<file path="config.mk">
export PLATFORM = sky130hd
export DESIGN_NAME = loader_write_sink
export DESIGN_NICKNAME = d
export VERILOG_FILES = /design/src/rtl/loader_pkg.sv /design/src/rtl/loader_fifo.sv /design/src/rtl/loader_write_sink.sv
export SDC_FILE = /design/constraint.sdc
export NUM_CORES = 1
export LEC_CHECK = 0
export ABC_AREA = 1
export CORE_ASPECT_RATIO = 0.6
export CORE_MARGIN = 3
export CORE_UTILIZATION = 52
export DETAILED_ROUTE_END_ITERATION = 7
export PLACE_DENSITY = 0.72
export SETUP_SLACK_MARGIN = 0.05
export SLEW_MARGIN = 20
export SYNTH_ARGS = -nofsm -noshare
export SYNTH_HDL_FRONTEND = slang
export SYNTH_HIERARCHICAL = 1
export SYNTH_SLANG_ARGS = --single-unit
</file>
<file path="constraint.sdc">
create_clock -name clk -period 5.6 [get_ports clk]
set_clock_uncertainty 0.15 [all_clocks]
set_input_delay 0.84 -clock clk [delete_from_list [all_inputs] [get_ports clk]]
set_output_delay 0.84 -clock clk [all_outputs]
set_load 0.02 [all_outputs]
</file>
<file path="src/rtl/loader_pkg.sv">
// loader_pkg: shared types and helpers for the loader write sink.
// Optional build macro used by the design: LOADER_LITTLE_ENDIAN_EN.
package loader_pkg;

    // One captured bridge write: mapped byte address plus 32-bit data.
    typedef struct packed {
        logic [31:0] addr;
        logic [31:0] data;
    } write_entry_t;

    localparam int ENTRY_WIDTH = $bits(write_entry_t);

    // Serialiser states.
    typedef enum logic {
        ST_IDLE  = 1'b0,
        ST_SHIFT = 1'b1
    } sink_state_t;

    // Number of beats needed to move one 32-bit word.
    function automatic int beats_for_width(input int width);
        return 32 / width;
    endfunction

    // Only 8, 16 and 32 divide a word into whole bytes per beat.
    function automatic bit width_is_legal(input int width);
        return (width == 8) || (width == 16) || (width == 32);
    endfunction

endpackage

</file>
<file path="src/rtl/loader_fifo.sv">
// loader_fifo: synchronous FIFO, generic width/depth, no output register.
// A push while full is accepted only when a pop happens in the same cycle.
// Full/empty are registered from the next-state pointers.
module loader_fifo #(
    parameter int WIDTH = 64,
    parameter int DEPTH = 4
) (
    input  logic             clk,
    input  logic             reset,
    input  logic             push,
    input  logic [WIDTH-1:0] din,
    input  logic             pop,
    output logic [WIDTH-1:0] dout,
    output logic             full,
    output logic             empty
);

    localparam int AW = $clog2(DEPTH);

    if ((DEPTH < 2) || ((1 << AW) != DEPTH)) begin : g_bad_depth
        $error("loader_fifo: DEPTH must be a power of two and at least 2");
    end

    logic [AW:0]      wr_ptr_q, wr_ptr_d;
    logic [AW:0]      rd_ptr_q, rd_ptr_d;
    logic             full_q, full_d;
    logic             empty_q, empty_d;
    logic             do_push, do_pop;
    logic [WIDTH-1:0] mem_q [DEPTH];

    // Next pointers and the registered full/empty they imply.
    always_comb begin
        do_pop   = pop && !empty_q;
        do_push  = push && (!full_q || do_pop);
        wr_ptr_d = wr_ptr_q + (AW + 1)'(do_push);
        rd_ptr_d = rd_ptr_q + (AW + 1)'(do_pop);
        empty_d  = (wr_ptr_d == rd_ptr_d);
        full_d   = (wr_ptr_d[AW] != rd_ptr_d[AW]) &&
                   (wr_ptr_d[AW-1:0] == rd_ptr_d[AW-1:0]);
    end

    // Pointer and flag registers.
    always_ff @(posedge clk or posedge reset) begin
        if (reset) begin
            wr_ptr_q <= '0;
            rd_ptr_q <= '0;
            full_q   <= 1'b0;
            empty_q  <= 1'b1;
        end else begin
            wr_ptr_q <= wr_ptr_d;
            rd_ptr_q <= rd_ptr_d;
            full_q   <= full_d;
            empty_q  <= empty_d;
        end
    end

    // Entry storage; contents are don't-care while empty, so no reset.
    always_ff @(posedge clk) begin
        if (do_push) begin
            mem_q[wr_ptr_q[AW-1:0]] <= din;
        end
    end

    assign dout  = mem_q[rd_ptr_q[AW-1:0]];
    assign full  = full_q;
    assign empty = empty_q;

endmodule

</file>
<file path="src/rtl/loader_write_sink.sv">
// loader_write_sink: buffers selected bridge writes and serialises each
// 32-bit word into DATA_WIDTH-bit beats on a valid/ready write stream.
// Build macro LOADER_LITTLE_ENDIAN_EN: emit the least-significant sub-word
// first (addresses still ascend); no effect when DATA_WIDTH = 32.
//
// state    | meaning
// ---------+-----------------------------------------------------------
// ST_IDLE  | no word in flight; load the FIFO head as soon as one exists
// ST_SHIFT | a beat is presented; advance on handshake, chain next word
module loader_write_sink
    import loader_pkg::*;
#(
    parameter int DATA_WIDTH = 8,
    parameter int FIFO_DEPTH = 4
) (
    input  logic                  clk,
    input  logic                  reset,
    input  logic                  wr,
    input  logic                  wr_selected,
    input  logic [31:0]           wr_address,
    input  logic [31:0]           wr_data,
    output logic                  mem_valid,
    input  logic                  mem_ready,
    output logic [31:0]           mem_address,
    output logic [DATA_WIDTH-1:0] mem_data,
    output logic                  busy,
    output logic                  overflow,
    input  logic                  overflow_clear
);

    if (!width_is_legal(DATA_WIDTH)) begin : g_bad_width
        $error("loader_write_sink: DATA_WIDTH must be 8, 16 or 32");
    end

    localparam int BEATS = beats_for_width(DATA_WIDTH);
    localparam int BYTES = DATA_WIDTH / 8;
    localparam int BW    = (BEATS > 1) ? $clog2(BEATS) : 1;
    localparam logic [BW-1:0] BEAT_LAST = BW'(BEATS - 1);

    sink_state_t  state_q, state_d;
    logic [BW-1:0] beat_q, beat_d;
    logic [31:0]  shift_q, shift_d;
    logic [31:0]  addr_q, addr_d;
    logic         valid_q, valid_d;
    logic         overflow_q, overflow_d;

    write_entry_t push_entry;
    write_entry_t head;
    logic         fifo_push, fifo_pop, fifo_full, fifo_empty;
    logic         load;
    logic         drop;
    logic [31:0]  shift_adv;

    assign fifo_push  = wr && wr_selected;
    assign push_entry = '{addr: wr_address, data: wr_data};

    loader_fifo #(
        .WIDTH (ENTRY_WIDTH),
        .DEPTH (FIFO_DEPTH)
    ) u_fifo (
        .clk   (clk),
        .reset (reset),
        .push  (fifo_push),
        .din   (push_entry),
        .pop   (fifo_pop),
        .dout  (head),
        .full  (fifo_full),
        .empty (fifo_empty)
    );

    // The presented beat always sits at one end of the shift register;
    // advancing moves the next sub-word into that position.
    if (DATA_WIDTH == 32) begin : g_no_shift
        assign shift_adv = shift_q;
        assign mem_data  = shift_q;
    end else begin : g_shift
`ifdef LOADER_LITTLE_ENDIAN_EN
        assign shift_adv = {{DATA_WIDTH{1'b0}}, shift_q[31:DATA_WIDTH]};
        assign mem_data  = shift_q[DATA_WIDTH-1:0];
`else
        assign shift_adv = {shift_q[31-DATA_WIDTH:0], {DATA_WIDTH{1'b0}}};
        assign mem_data  = shift_q[31 -: DATA_WIDTH];
`endif
    end

    // Serialiser next-state, FIFO pop and sticky overflow.
    always_comb begin
        state_d  = state_q;
        beat_d   = beat_q;
        shift_d  = shift_q;
        addr_d   = addr_q;
        valid_d  = valid_q;
        fifo_pop = 1'b0;
        load     = 1'b0;

        case (state_q)
            ST_IDLE: begin
                if (!fifo_empty) begin
                    load = 1'b1;
                end
            end
            ST_SHIFT: begin
                if (valid_q && mem_ready) begin
                    if (beat_q != BEAT_LAST) begin
                        shift_d = shift_adv;
                        addr_d  = addr_q + 32'(BYTES);
                        beat_d  = beat_q + 1'b1;
                    end else if (!fifo_empty) begin
                        load = 1'b1;
                    end else begin
                        valid_d = 1'b0;
                        state_d = ST_IDLE;
                    end
                end
            end
            default: begin
                state_d = ST_IDLE;
                valid_d = 1'b0;
            end
        endcase

        // Loading from either state pops the head with no bubble.
        if (load) begin
            fifo_pop = 1'b1;
            shift_d  = head.data;
            addr_d   = head.addr;
            beat_d   = '0;
            valid_d  = 1'b1;
            state_d  = ST_SHIFT;
        end

        // A write that finds the FIFO full with no pop is lost; setting
        // takes priority over a clear in the same cycle.
        drop = fifo_push && fifo_full && !fifo_pop;
        if (drop) begin
            overflow_d = 1'b1;
        end else if (overflow_clear) begin
            overflow_d = 1'b0;
        end else begin
            overflow_d = overflow_q;
        end
    end

    // Serialiser and flag registers.
    always_ff @(posedge clk or posedge reset) begin
        if (reset) begin
            state_q    <= ST_IDLE;
            beat_q     <= '0;
            shift_q    <= '0;
            addr_q     <= '0;
            valid_q    <= 1'b0;
            overflow_q <= 1'b0;
        end else begin
            state_q    <= state_d;
            beat_q     <= beat_d;
            shift_q    <= shift_d;
            addr_q     <= addr_d;
            valid_q    <= valid_d;
            overflow_q <= overflow_d;
        end
    end

    assign mem_valid   = valid_q;
    assign mem_address = addr_q;
    assign overflow    = overflow_q;
    assign busy        = !fifo_empty || (state_q == ST_SHIFT);

endmodule

</file>
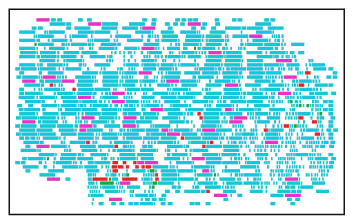
Fig. 1. Cell sizes after repair.
(1.5 px per um)
- red: _3 and _4 cells (cells 31; most used buf_4)
- green: _2 cells (cells 16; most used clkinv_2)
- magenta: _6 and larger (cells 44; most used clkbuf_16)
- cyan: _0 and _1 cells (cells 1422; most used nand2_1)

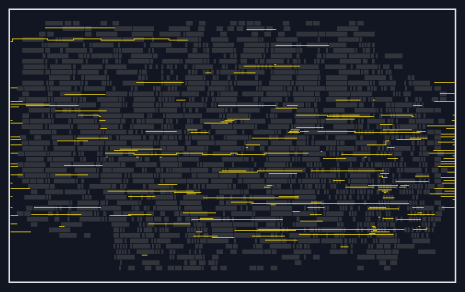
Fig. 2. Signal wires on met3.
(2 px per um)
- nets with wire on the layer: 125
- longest straight run: 78.7 um
- wire length on this layer: 2180 um

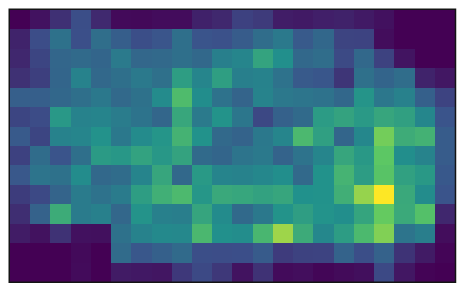
Fig. 3. Wire density map.
(2 px per um) The die is cut into 22 by 14 equal tiles; dark purple is low, yellow is high, scaled to the fullest tile. Values are wire area over tile area, all layers added.
- densest ninth of the die: middle right
- tiles over half the peak: 22%
- emptiest ninth of the die: upper right
- nearly empty tiles: 6.8%
- fullest tile: 0.49

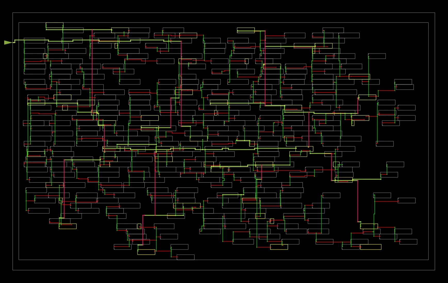
Fig. 4. The clock network.
Latency at later pin: 0.56 ns
clock buffers: 45
Power Clock: 0.00221 W
Num Clock Sinks: 333

==> results.toml <==
# generated from flow reports
[drt]
drt_iter0_drc = 991
dr.pass1.iters = 6
vias_per_cell = 5.29
met2WireLength_mm = 14.0
wl_met3_mm = 2.18
vias = 9913
drc = 0
ant_nets = 0
top_layer = "met4"

[run_status]
status = "completed"

[clock_network]
clkTransAtPathRegs_ns = 0.06
htreeDepth = 1
ctsHoldBuffers = 0
cts_made_buffers = 30
cts-resized-gates = 0
clk_path_buf_depth = 3

[global_route]
grtUsageMet3 = 0.0397
grt_util_met2 = 0.326
antenna_found_initial = 0
top_usage_layer = "met2"
grt_pass1_wl_mm = 50.1

[final_timing]
slew_violations = 0
period_minus_slack_ns = 3.54
rsz0062_at_grt = "false"
timing.setup.tns_ns = 0
setup_viol = 0

[floorplan]
io_pins = 113
initial_core_util = 0.541
num_tap_cells = 360
die_h_um = 136

[worst_setup_path]
critPathCapture = "u_fifo/mem_q[1][24]"
cp-end-kind = "flip-flop"
crit_path_start = "mem_ready"
cp_cell_sequence = "clkdlybuf4s50_1 -> nand2_1 -> nand2_2 -> nand3_2 -> inv_4 -> inv_1 -> or2_2 -> nand2_1 -> nand2_1 -> nor2_4 -> buf_4"
r2r_start = "beat_q[0]"
crit_cells = 11
startpoint_type = "input pin"
crit_family = "buffers and inverters"
r2r_setup_slack_ns = 2.23
cp_slowest_cell = "nor2_4"
cp.required_ns = 5.67
reg2reg_depth = 11

[layout]
final_util = 0.630
comb_cells = 792
mostFrequentLayoutCells = "nand2_1, edfxtp_1, inv_1, a21oi_1, clkdlybuf4s50_1"
final-clk-cell-share = 0.0647
logic_area_sq_um = 3810
num-nonclk-buffers = 126
fill_cells = 2148
seq_area_frac = 0.566
layout.nonclk_buf_frac = 0.0728

[yosys]
yosysCellCount = 1407
yosys_warnings = 6
ys_area_sq_um = 14600
adder_share = 0.00514
numSynthFlops = 333
ff_type = "edfxtp_1"
postSynthCellCount = 1407
post-synth-top-count-cell = "nand2_1"
edf_count = 256
synth_simple_gate_area_share = 0.132
synth_cell_types = 32
yosys.area_share.aoi = 0.120
logic_family = "simple AND/OR/NAND/NOR gates"

[job]
cap_violations = 0

[power]
power_leader = "sequential cells"
p_comb_w = 0.000387
p_clk_frac = 0.397
intPower_w = 0.00434
p_leak_nw = 6.69
p_sw_w = 0.00121
switching_share = 0.219
seq_power_share = 0.533
cellPowerDensity_nw_per_um2 = 327

[place]
portBuffers = 112
dpl-instance-area_sq_um = 15900
gp_congestion = 0.840

[min_path]
min_from = "mem_valid"
Power is estimated from default activity; no workload was simulated.
